===== config.mk =====
export PLATFORM = sky130hd
export DESIGN_NAME = serial_sub64_flat
export DESIGN_NICKNAME = d
export VERILOG_FILES = /design/src/rtl/serial_sub64_if.sv /design/src/rtl/serial_sub64.sv /design/src/flat_wrapper.sv
export SDC_FILE = /design/constraint.sdc
export NUM_CORES = 1
export LEC_CHECK = 0
export CORE_UTILIZATION = 41
export CTS_CLUSTER_SIZE = 8
export DETAILED_ROUTE_END_ITERATION = 10
export PLACE_DENSITY = 0.73
export SETUP_SLACK_MARGIN = 0.2
export SLEW_MARGIN = 20
export SYNTH_ARGS = -nofsm -noshare
export SYNTH_HDL_FRONTEND = slang
export SYNTH_SLANG_ARGS = --single-unit

===== constraint.sdc =====
create_clock -name clk -period 27.7 [get_ports clk]
set_input_delay 8.31 -clock clk [delete_from_list [all_inputs] [get_ports clk]]
set_output_delay 8.31 -clock clk [all_outputs]
set_load 0.05 [all_outputs]

===== src/rtl/serial_sub64_if.sv =====
// Operand/result bundle for serial_sub64.
// The zero flag exists only when SERIAL_SUB64_ZERO_EN is defined.
interface serial_sub64_if;
  localparam int unsigned W = 64;

  logic         start;
  logic [W-1:0] a;
  logic [W-1:0] b;
  logic [W:0]   diff;
  logic         busy;
  logic         done;
`ifdef SERIAL_SUB64_ZERO_EN
  logic         zero;

  modport master (output start, a, b, input diff, busy, done, zero);
  modport slave  (input start, a, b, output diff, busy, done, zero);
`else
  modport master (output start, a, b, input diff, busy, done);
  modport slave  (input start, a, b, output diff, busy, done);
`endif
endinterface


===== src/rtl/serial_sub64.sv =====
// 64-bit unsigned subtractor computing one 16-bit chunk per clock, low chunk first.
// Define SERIAL_SUB64_ZERO_EN to add a registered zero-result flag.
module serial_sub64 (
  input  logic           clk,
  input  logic           rst,
  serial_sub64_if.slave  bus
);
  localparam int unsigned W    = 64;
  localparam int unsigned CW   = 16;
  localparam int unsigned CWX  = CW + 1;
  localparam int unsigned NCH  = W / CW;
  localparam int unsigned CNTW = 2;

  typedef enum logic [1:0] {IDLE, CALC, DONE} state_t;

  state_t          state_q, state_d;
  logic            load, step, last;
  logic [W-1:0]    a_q, b_q, res_q;
  logic            borrow_q;
  logic [CNTW-1:0] cnt_q;
  logic [W:0]      diff_q;
  logic            busy_q, done_q;
  logic [CW:0]     chunk_c;

  // Operands shift right each step, so the active chunk is always the low 16 bits.
  assign chunk_c = {1'b0, a_q[CW-1:0]} - {1'b0, b_q[CW-1:0]} - CWX'(borrow_q);

  always_ff @(posedge clk or posedge rst) begin
    if (rst) state_q <= IDLE;
    else     state_q <= state_d;
  end

  always_comb begin
    state_d = state_q;
    load    = 1'b0;
    step    = 1'b0;
    last    = 1'b0;
    case (state_q)
      IDLE: begin
        if (bus.start) begin
          load    = 1'b1;
          state_d = CALC;
        end
      end
      CALC: begin
        step = 1'b1;
        if (cnt_q == CNTW'(NCH - 1)) begin
          last    = 1'b1;
          state_d = DONE;
        end
      end
      DONE:    state_d = IDLE;
      default: state_d = IDLE;
    endcase
  end

  // Datapath: capture, chunk sequencing, and result publication on the last chunk.
  always_ff @(posedge clk or posedge rst) begin
    if (rst) begin
      a_q      <= '0;
      b_q      <= '0;
      res_q    <= '0;
      borrow_q <= 1'b0;
      cnt_q    <= '0;
      diff_q   <= '0;
      busy_q   <= 1'b0;
      done_q   <= 1'b0;
    end else begin
      busy_q <= (state_d != IDLE);
      done_q <= (state_d == DONE);
      if (load) begin
        a_q      <= bus.a;
        b_q      <= bus.b;
        res_q    <= '0;
        borrow_q <= 1'b0;
        cnt_q    <= '0;
      end else if (step) begin
        a_q      <= a_q >> CW;
        b_q      <= b_q >> CW;
        res_q    <= {chunk_c[CW-1:0], res_q[W-1:CW]};
        borrow_q <= chunk_c[CW];
        cnt_q    <= cnt_q + CNTW'(1);
      end
      if (last) diff_q <= {chunk_c[CW], chunk_c[CW-1:0], res_q[W-1:CW]};
    end
  end

`ifdef SERIAL_SUB64_ZERO_EN
  logic zero_q;

  always_ff @(posedge clk or posedge rst) begin
    if (rst)       zero_q <= 1'b1;
    else if (last) zero_q <= ({chunk_c[CW-1:0], res_q[W-1:CW]} == '0);
  end

  assign bus.zero = zero_q;
`endif

  assign bus.diff = diff_q;
  assign bus.busy = busy_q;
  assign bus.done = done_q;
endmodule


===== src/flat_wrapper.sv =====
// flat-port wrapper written by rule: the top's interface ports become plain ports
module serial_sub64_flat 
  (clk, rst, bus_start, bus_a, bus_b, bus_diff, bus_busy, bus_done);
  serial_sub64_if bus_i ();
  input  logic clk;
  input  logic rst;
  input wire logic [$bits(bus_i.start)-1:0] bus_start;
  input wire logic [$bits(bus_i.a)-1:0] bus_a;
  input wire logic [$bits(bus_i.b)-1:0] bus_b;
  output wire logic [$bits(bus_i.diff)-1:0] bus_diff;
  output wire logic [$bits(bus_i.busy)-1:0] bus_busy;
  output wire logic [$bits(bus_i.done)-1:0] bus_done;
  assign bus_i.start = bus_start;
  assign bus_i.a = bus_a;
  assign bus_i.b = bus_b;
  assign bus_diff = bus_i.diff;
  assign bus_busy = bus_i.busy;
  assign bus_done = bus_i.done;
  serial_sub64 u_core (.clk(clk), .rst(rst), .bus(bus_i));
endmodule

==> impl_metrics.ini <==
; implementation run metrics
[grt]
antenna_found_initial = 0
globalRouteOverflowTotal = 0
vias_in_the_first_global_route = 8627
global_route.usage.total = 0.2094
largest_net_degree_at_the_start_of_global_routing = 100
grt_first_pass_wirelength_um = 45080

[status]
failed_checks = DRC
status = finished, violations left

[worst_setup_path]
cp_top_family = buffers and inverters
crit_path_top_delay_cell = sky130_fd_sc_hd__clkinv_1
critPathCaptureType = register
crit_path_max_fanout = 72
cp_data_arrival_time_ps = 10970
setup.worst_path.start_class = primary input
worst_path_largest_cell_delay_ps = 730
cp_data_required_time_ps = 28100
timing.critical_path.cells = clkdlybuf4s50_1 -> nor2_1 -> or2_4 -> clkinv_1 -> o22ai_1
timing.reg2reg.worst_path_depth = 4
terminus_of_the_critical_flop_to_flop_path = u_core.a_q[5]
worst-setup-path-type = in2reg
critical_path.n_buffers_inverters = 2
ff2ff_setup_slack_ps = 24520
r2r_start = u_core.state_q[1]
critPathLaunch = bus_start

[clocking]
insertion_delay_ps = 520
cts_tree = done
cts_setup_buffers = 0
cts_buffers = 36
htreeDepth = 2
cts.clk_slew.worst_paths_ps = 50
clkSinkCount = 248
root_buffer = sky130_fd_sc_hd__clkbuf_16

[power_and_ir_drop]
pg_comb_mw = 0.928
power_density_relative_to_cell_area_nw_per_um2 = 135.8
power.clock.fraction = 0.198
seq_power_mw = 0.609
finalPower_mw = 1.916
fraction_of_power_spent_switching_nets = 0.4337
vdd_ir_drop_max_mv = 0.07236
p_int_mw = 1.085
p_seq_frac = 0.318
comb_power_share = 0.484
clock_distribution_power_mw = 0.379
leakagePower_nw = 6.400
power.group.top = combinational logic
p_sw_mw = 0.8308

[routing]
drc = 30
routed_wirelength_um = 27510
route.detailed.wl_per_inst_um = 17.45
post_drt_via_cell_ratio = 5.470
drt_iter0_markers = 769
vias = 8626
ant_nets = 0
initial_drt_pass_iterations = 8

[cells_and_area]
area_growth_pct = 28.82
nNetsFinal = 1403
layout_cell_share_with_drive_strength_beyond_1 = 0.05717
postLayoutCellArea_um2 = 14110
combinational_gate_area_um2 = 4238
diodes = 0
area.sequential_um2 = 6211

[worst_hold_path]
holdCritStartpoint = u_core.res_q[21]
timing.hold.worst.class = reg2reg
min_delay_worst_endpoint = u_core.bus.diff[5]
whs_path_depth = 2

[synthesis]
syn_nets = 1239
yosys_cells = 1075
synth.lib_cells_used.distinct = 55
most_common_cell = sky130_fd_sc_hd__dfrtp_1
synth-async-reset-ratio = 1.000
syn_inst = 1075
postSynthSeqShare = 0.5666
netlist_top_cells_area = sky130_fd_sc_hd__dfrtp_1 57%, sky130_fd_sc_hd__nand2_1 8.1%, sky130_fd_sc_hd__a22oi_1 6.6%
syn_area_per_cell_um2 = 10.19
synth_chip_area_um2 = 10950
yosys.area.top_type_share = 0.5666
yosys_most_used_dff = sky130_fd_sc_hd__dfrtp_1
synth-edff-count = 0
synth.largest_area_cell = sky130_fd_sc_hd__dfrtp_1
synth_flops = 248
synth_area_um2 = 10950
yosys_warnings = 0

[sta]
grt_setup_unrepaired = no
clock_skew_ps = 24.07
fin_crit_sh = 0.3815
setup_tns_ps = 0
finalSetupViolations = 0
hold_ws_ps = 472.4
worst_slew_margin_rel = 0.3162
tightestPinTransition_ps = 1026
postLayoutSetupSlackWorst_ps = 17130
final_period_demand_of_the_worst_path_ps = 10570
fmaxAchievable_ghz = 0.09463
finalHoldViolations = 0
final-max-slew-violation-count = 0

[placement]
placement.io_buffers = 197
placed_cell_area_um2 = 13130
place_congestion = 0.8215
dp_hpwl_um = 18330
placement.setup.worst_slack_ps = 16590
placed_cells = 1535

[floorplanning]
die.size.x_um = 165.4
floorplan.rows = 59
io_pins = 198
die_area_um2 = 27370

[flow_run]
warnings = 27
cap_viol_max_count = 0
[layout make-up]
cell class / count / area share
clock inverter: 3 / 0.003192
tap: 335 / 0.02971
inverter: 56 / 0.01543
sequential: 248 / 0.4402
clock buffer: 38 / 0.06438
multi-input combinational: 690 / 0.3003
timing repair buffer: 207 / 0.1468
[state kept, by name, indices dropped and copies added, names as in the netlist]
signal           count
u_core.b_q          64
u_core.bus.busy      1
u_core.bus.done      1
u_core.a_q          64
u_core.res_q        48
u_core.cnt_q         2
u_core.bus.diff     65
u_core.state_q       2
u_core.borrow_q      1
[cell usage in the layout (no fill, tap or decap), types with 2 or more instances in the layout]
master and count:
sky130_fd_sc_hd__a211oi_1 2, sky130_fd_sc_hd__nor2_1 9, sky130_fd_sc_hd__inv_1 53, sky130_fd_sc_hd__and3_1 3
sky130_fd_sc_hd__o31a_1 2, sky130_fd_sc_hd__o21ai_0 103, sky130_fd_sc_hd__a22oi_1 96, sky130_fd_sc_hd__nor3_1 4
sky130_fd_sc_hd__xor2_1 3, sky130_fd_sc_hd__o211ai_1 2, sky130_fd_sc_hd__a21o_1 3, sky130_fd_sc_hd__nand3_1 10
sky130_fd_sc_hd__xnor2_1 7, sky130_fd_sc_hd__a22o_1 72, sky130_fd_sc_hd__o2111ai_1 4, sky130_fd_sc_hd__clkbuf_16 36
sky130_fd_sc_hd__nor4_1 2, sky130_fd_sc_hd__clkbuf_1 2, sky130_fd_sc_hd__o22ai_1 17, sky130_fd_sc_hd__mux2_2 6
sky130_fd_sc_hd__nor2b_1 11, sky130_fd_sc_hd__a31o_2 2, sky130_fd_sc_hd__nor2b_4 2, sky130_fd_sc_hd__ha_1 31
sky130_fd_sc_hd__clkdlybuf4s50_1 197, sky130_fd_sc_hd__fa_1 2, sky130_fd_sc_hd__a21oi_1 24, sky130_fd_sc_hd__buf_4 8
sky130_fd_sc_hd__o31ai_1 2, sky130_fd_sc_hd__dfrtp_1 246, sky130_fd_sc_hd__nand2_1 234, sky130_fd_sc_hd__nand2b_1 4
sky130_fd_sc_hd__or4_1 8, sky130_fd_sc_hd__a31oi_1 2
[per-layer routing]
metal  track usage  up-vias  wire length, um
met4       0.07603        0              777
met3       0.04770       47             1782
met2        0.3275      267            12570
met1        0.2842     4194            12380
li1              -     4118                -
met5             0        -                0
[how the worst max path moves through the flow]
stage / slack (ps) / cells past startpoint / end
2_1_floorplan: 12580 / 1 / u_core.a_q[0]
3_3_place_gp: 16600 / 7 / u_core.res_q[63]
3_5_place_dp: 16590 / 5 / u_core.b_q[0]
4_1_cts: 17130 / 7 / u_core.res_q[63]
5_1_grt: 16910 / 5 / u_core.b_q[0]
6_report: 17130 / 5 / u_core.a_q[5]
[cells by family (layout without fill, tap and decap cells)]
| kind of cell | count (synthesis) | after routing | synth area share |
|---|---|---|---|
| AOI/OAI and AO/OA | 343 | 343 | 0.2161 |
| xor gates and xnor gates | 10 | 10 | 0.007997 |
| adders and majority gates | 33 | 33 | 0.03907 |
| buffers and inverters | 137 | 304 | 0.04855 |
| DFF | 248 | 248 | 0.5666 |
| muxes | 6 | 6 | 0.006168 |
| and+or+nand+nor | 298 | 298 | 0.1155 |
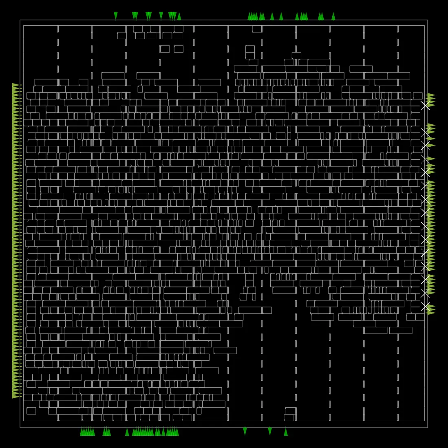
(placed standard cells)
number of cells in the finished layout apart from fillers: 1577
end-of-flow core utilization: 0.5399
layout filler cell count: 2331
Std-Cell Core Area: 26130 um^2
tap cells: 335

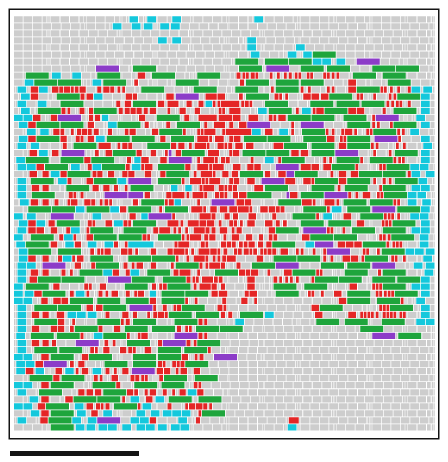
(placed cells, one colour a class)
Bar = 50 um. Fill, decap, tap and diode cells in grey.
| colour | class | cells |
|---|---|---|
| red | combinational and other logic | 746 |
| cyan | other buffers and delay cells | 207 |
| purple | clock drivers and dummy loads | 41 |
| green | flops | 248 |

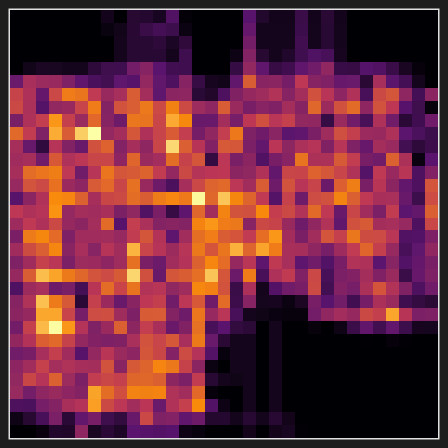
(signal metal coverage by tile)
33 x 33 tiles, from black (low) to pale yellow (high), scaled to the fullest tile. Values are wire area over tile area, all layers added.
tiles over half the peak: 26%
mean over tiles: 0.16
nearly empty tiles: 18%
fullest tile: 0.50
emptiest ninth of the die: lower right

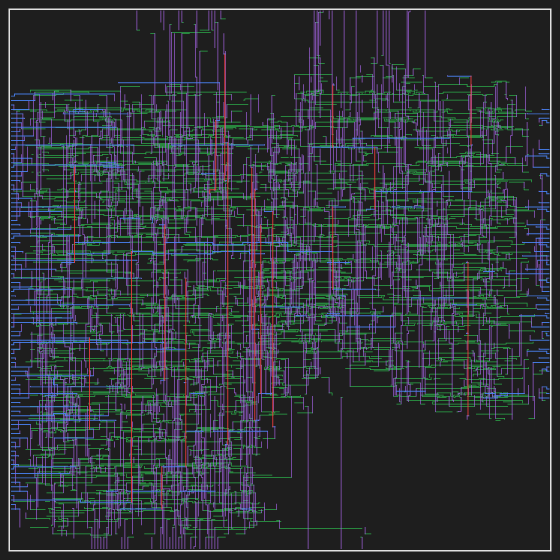
(metal layers overlaid)
| colour | layer | wire length |
|---|---|---|
| purple | metal 2 | 12600 um |
| blue | metal 3 | 1780 um |
| green | metal 1 | 12400 um |
| red | metal 4 | 777 um |

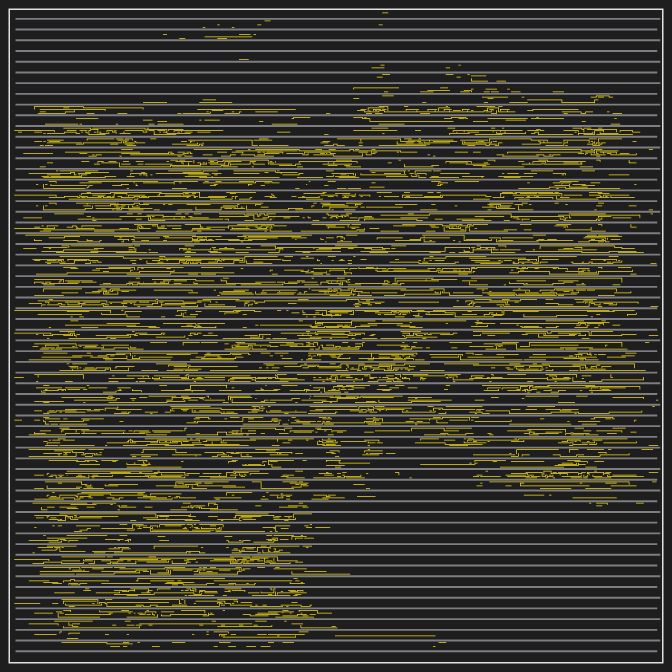
(the metal 1 layer)
Supply wires on this layer in grey.
nets with wire on the layer: 1227
longest straight run: 43.2 um
wire length on this layer: 12400 um

